===== config.mk =====
export PLATFORM = sky130hd
export DESIGN_NAME = sym_packer
export DESIGN_NICKNAME = d
export VERILOG_FILES = /design/src/rtl/sym_packer.sv
export SDC_FILE = /design/constraint.sdc
export NUM_CORES = 1
export LEC_CHECK = 0
export ABC_CLOCK_PERIOD_IN_PS = 3100
export CAP_MARGIN = 10
export CORE_ASPECT_RATIO = 1.4
export CORE_MARGIN = 1.5
export CORE_UTILIZATION = 41
export CTS_BUF_LIST = sky130_fd_sc_hd__clkbuf_2
export DETAILED_ROUTE_END_ITERATION = 6
export HOLD_SLACK_MARGIN = 0.06
export PLACE_DENSITY = 0.76
export SETUP_SLACK_MARGIN = 0.4
export SYNTH_ARGS = -nofsm -noshare
export SYNTH_HDL_FRONTEND = slang
export SYNTH_SLANG_ARGS = --single-unit

===== constraint.sdc =====
create_clock -name clk -period 3.1 [get_ports clk]
set_input_delay 0.62 -clock clk [delete_from_list [all_inputs] [get_ports clk]]
set_output_delay 0.62 -clock clk [all_outputs]
set_load 0.01 [all_outputs]

===== src/rtl/sym_packer.sv =====
// sym_packer: drains a first-word-fall-through symbol FiFo and packs SYMS
// consecutive symbols into one wide word. The word is presented on a
// valid/ready handshake. A flush request emits a partially filled word, so
// tail symbols are never stranded in the packing register.
module sym_packer #(
    parameter int SYM_W = 2,
    parameter int SYMS  = 4,
    parameter int CNT_W = $clog2(SYMS + 1)
) (
    input  logic                    clk,
    input  logic                    rst,
    input  logic [SYM_W-1:0]        fifo_dout,
    input  logic                    fifo_empty,
    output logic                    fifo_pop,
    input  logic                    flush,
    output logic [SYM_W*SYMS-1:0]   out_data,
    output logic [CNT_W-1:0]        out_cnt,
    output logic                    out_valid,
    input  logic                    out_ready
);

    localparam int              WORD_W   = SYM_W * SYMS;
    localparam logic [CNT_W-1:0] FULL_CNT = CNT_W'(SYMS);

    typedef enum logic {
        FILL = 1'b0,  // accumulating symbols into the packing register
        HOLD = 1'b1   // presenting a word, waiting for the sink
    } state_e;

    state_e             state_q, state_d;
    logic [CNT_W-1:0]   count_q, count_d;   // symbols already in pack_q
    logic [WORD_W-1:0]  pack_q,  pack_d;    // packing register
    logic [CNT_W-1:0]   cnt_q,   cnt_d;     // symbol count of the held word
    logic [CNT_W-1:0]   n_syms;             // fill level including this cycle's pop

    // Pop whenever a head symbol exists and there is room for it. In HOLD the
    // slot-0 position frees up in the same cycle the sink accepts the word,
    // which keeps streaming bubble-free. Reset gates the strobe so the FiFo
    // is never drained while this block is held in reset.
    always_comb begin
        fifo_pop = rst && !fifo_empty && ((state_q == FILL) || out_ready);
    end

    // Next-state, packing and count logic.
    always_comb begin
        // NOTE: every variable gets a default first so no path leaves it
        // unassigned; otherwise synthesis would infer a latch.
        state_d = state_q;
        count_d = count_q;
        pack_d  = pack_q;
        cnt_d   = cnt_q;
        n_syms  = count_q + CNT_W'(fifo_pop);

        case (state_q)
            FILL: begin
                if (fifo_pop) begin
                    pack_d[count_q*SYM_W +: SYM_W] = fifo_dout;
                end
                // A full word and a flush of a non-empty word leave the same
                // way; a flush with nothing collected is simply ignored.
                if ((n_syms == FULL_CNT) || (flush && (n_syms != '0))) begin
                    state_d = HOLD;
                    cnt_d   = n_syms;
                    count_d = '0;
                end else begin
                    count_d = n_syms;
                end
            end

            HOLD: begin
                // flush is ignored here; the word stays stable until accepted.
                if (out_ready) begin
                    state_d = FILL;
                    cnt_d   = '0;
                    pack_d  = '0;
                    count_d = CNT_W'(fifo_pop);
                    if (fifo_pop) begin
                        pack_d[SYM_W-1:0] = fifo_dout;
                    end
                end
            end

            default: begin
                state_d = FILL;
            end
        endcase
    end

    // State, count and packing registers with asynchronous active-low reset.
    always_ff @(posedge clk or negedge rst) begin
        // NOTE: the packing register is reset as well: unfilled upper slots of
        // a flushed word must read as zero, and that relies on a cleared
        // register at the start of every word, including the first.
        if (!rst) begin
            state_q <= FILL;
            count_q <= '0;
            pack_q  <= '0;
            cnt_q   <= '0;
        end else begin
            // NOTE: non-blocking assignments so every register samples the
            // pre-edge values computed by the combinational block.
            state_q <= state_d;
            count_q <= count_d;
            pack_q  <= pack_d;
            cnt_q   <= cnt_d;
        end
    end

    // Output view: data is only exposed while a word is being presented.
    always_comb begin
        out_valid = (state_q == HOLD);
        out_data  = out_valid ? pack_q : '0;
        out_cnt   = cnt_q;
    end

endmodule


==> images/layer_met1.png <==
Scale: 6 px per um. Supply wires on this layer in gray.
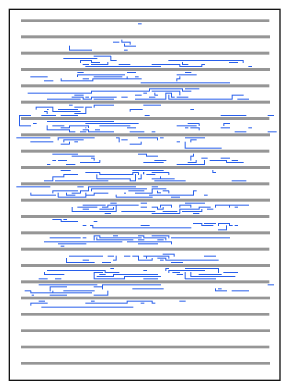
The layer carries 924 um of wire. The longest straight run is 16.3 um. The layer holds 44% of the routed length.

==> images/layer_met2.png <==
Scale: 4 px per um.
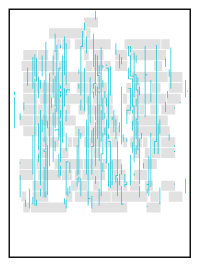
The layer carries 1050 um of wire. The wires run mostly vertical. The longest straight run is 31.6 um. 122 nets have wire on it. The layer holds 50% of the routed length.

==> images/layer_met3.png <==
Scale: 6 px per um.
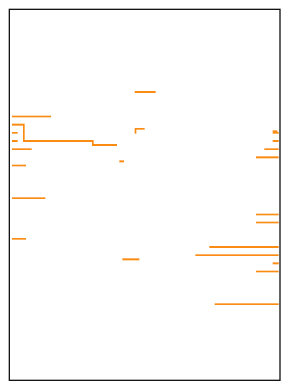
22 nets have wire on it. The layer holds 4.9% of the routed length. The layer carries 103 um of wire. The wires run mostly horizontal. The longest straight run is 13.6 um.

==> images/io_placement.png <==
Scale: 6 px per um. Pins as bars across the die edge, other pins in gray.
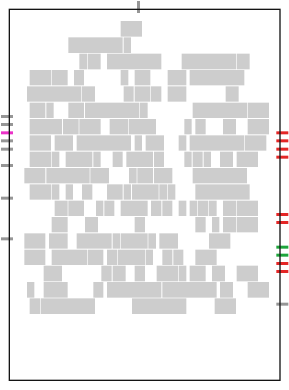
Magenta shows out_valid, pins 1, direction output, edge left. Red shows out_data, pins 8, direction output, edge right. Green shows fifo_dout, pins 2, direction input, edge right.
All pins by edge: 11 right, 8 left, 1 top.

==> impl_metrics.yaml <==
# synthesis and place-and-route metrics
run_status:
  status: "finished clean"
hold_path:
  hold_path_startpoint: "pack_q[3]"
clocking:
  cts_tree: "built"
  cts_sinks: 15
  post_cts_buffers: 0
  post_cts_resize_count: 0
  cts_buffer_depth: 2
  clk_pin_slew_ns: 0.14
worst_setup_path:
  cp.buffers_inverters: 2
  critical_path_depth: 4
die:
  chip_area_mm2: 0.00276
  chipHeight_um: 61.6
  die_x_um: 44.9
cells_and_area:
  seq_area_share_pct: 30.0
  fin_util_pct: 52.9
  comb_cells: 86
  n_fill_cell: 232
  fin_nets: 146
  mostFrequentLayoutCells: "clkdlybuf4s50_1 (19), dfrtp_1 (15), nand2_1 (14)"
  final_common_cell: "clkdlybuf4s50_1"
  fin_area_mm2: 0.00125
synthesis:
  syn_inst: 109
  ys_seq_share_pct: 37.3
  avgSynthCellArea_um2: 9.23
  edf_count: 0
  ys_cells: 109
  xor_share_pct: 2.49
drt:
  wire_per_inst_um: 13.5
  dr.pass1.iters: 4
  wl_met2_mm: 1.05
  via_per_inst: 5.54
  drt_first_iter_violations: 25
placement:
  place_ws_ns: 0.129
  place_hpwl_mm: 1.57
  portBuffers: 19
power_and_ir_drop:
  combPwrFrac_pct: 49.2
  power_density_mw_per_mm2: 558
  power_leader: "combinational cells"
  p_leak_nw: 0.520
  p_seq_mw: 0.259
final_timing:
  whs_ns: 0.486
  rsz0062_at_grt: "no"
  layout_min_cycle_time_ns: 2.62
global_routing:
  gr-usage-all-layers_pct: 17.5
job:
  warnings: 29
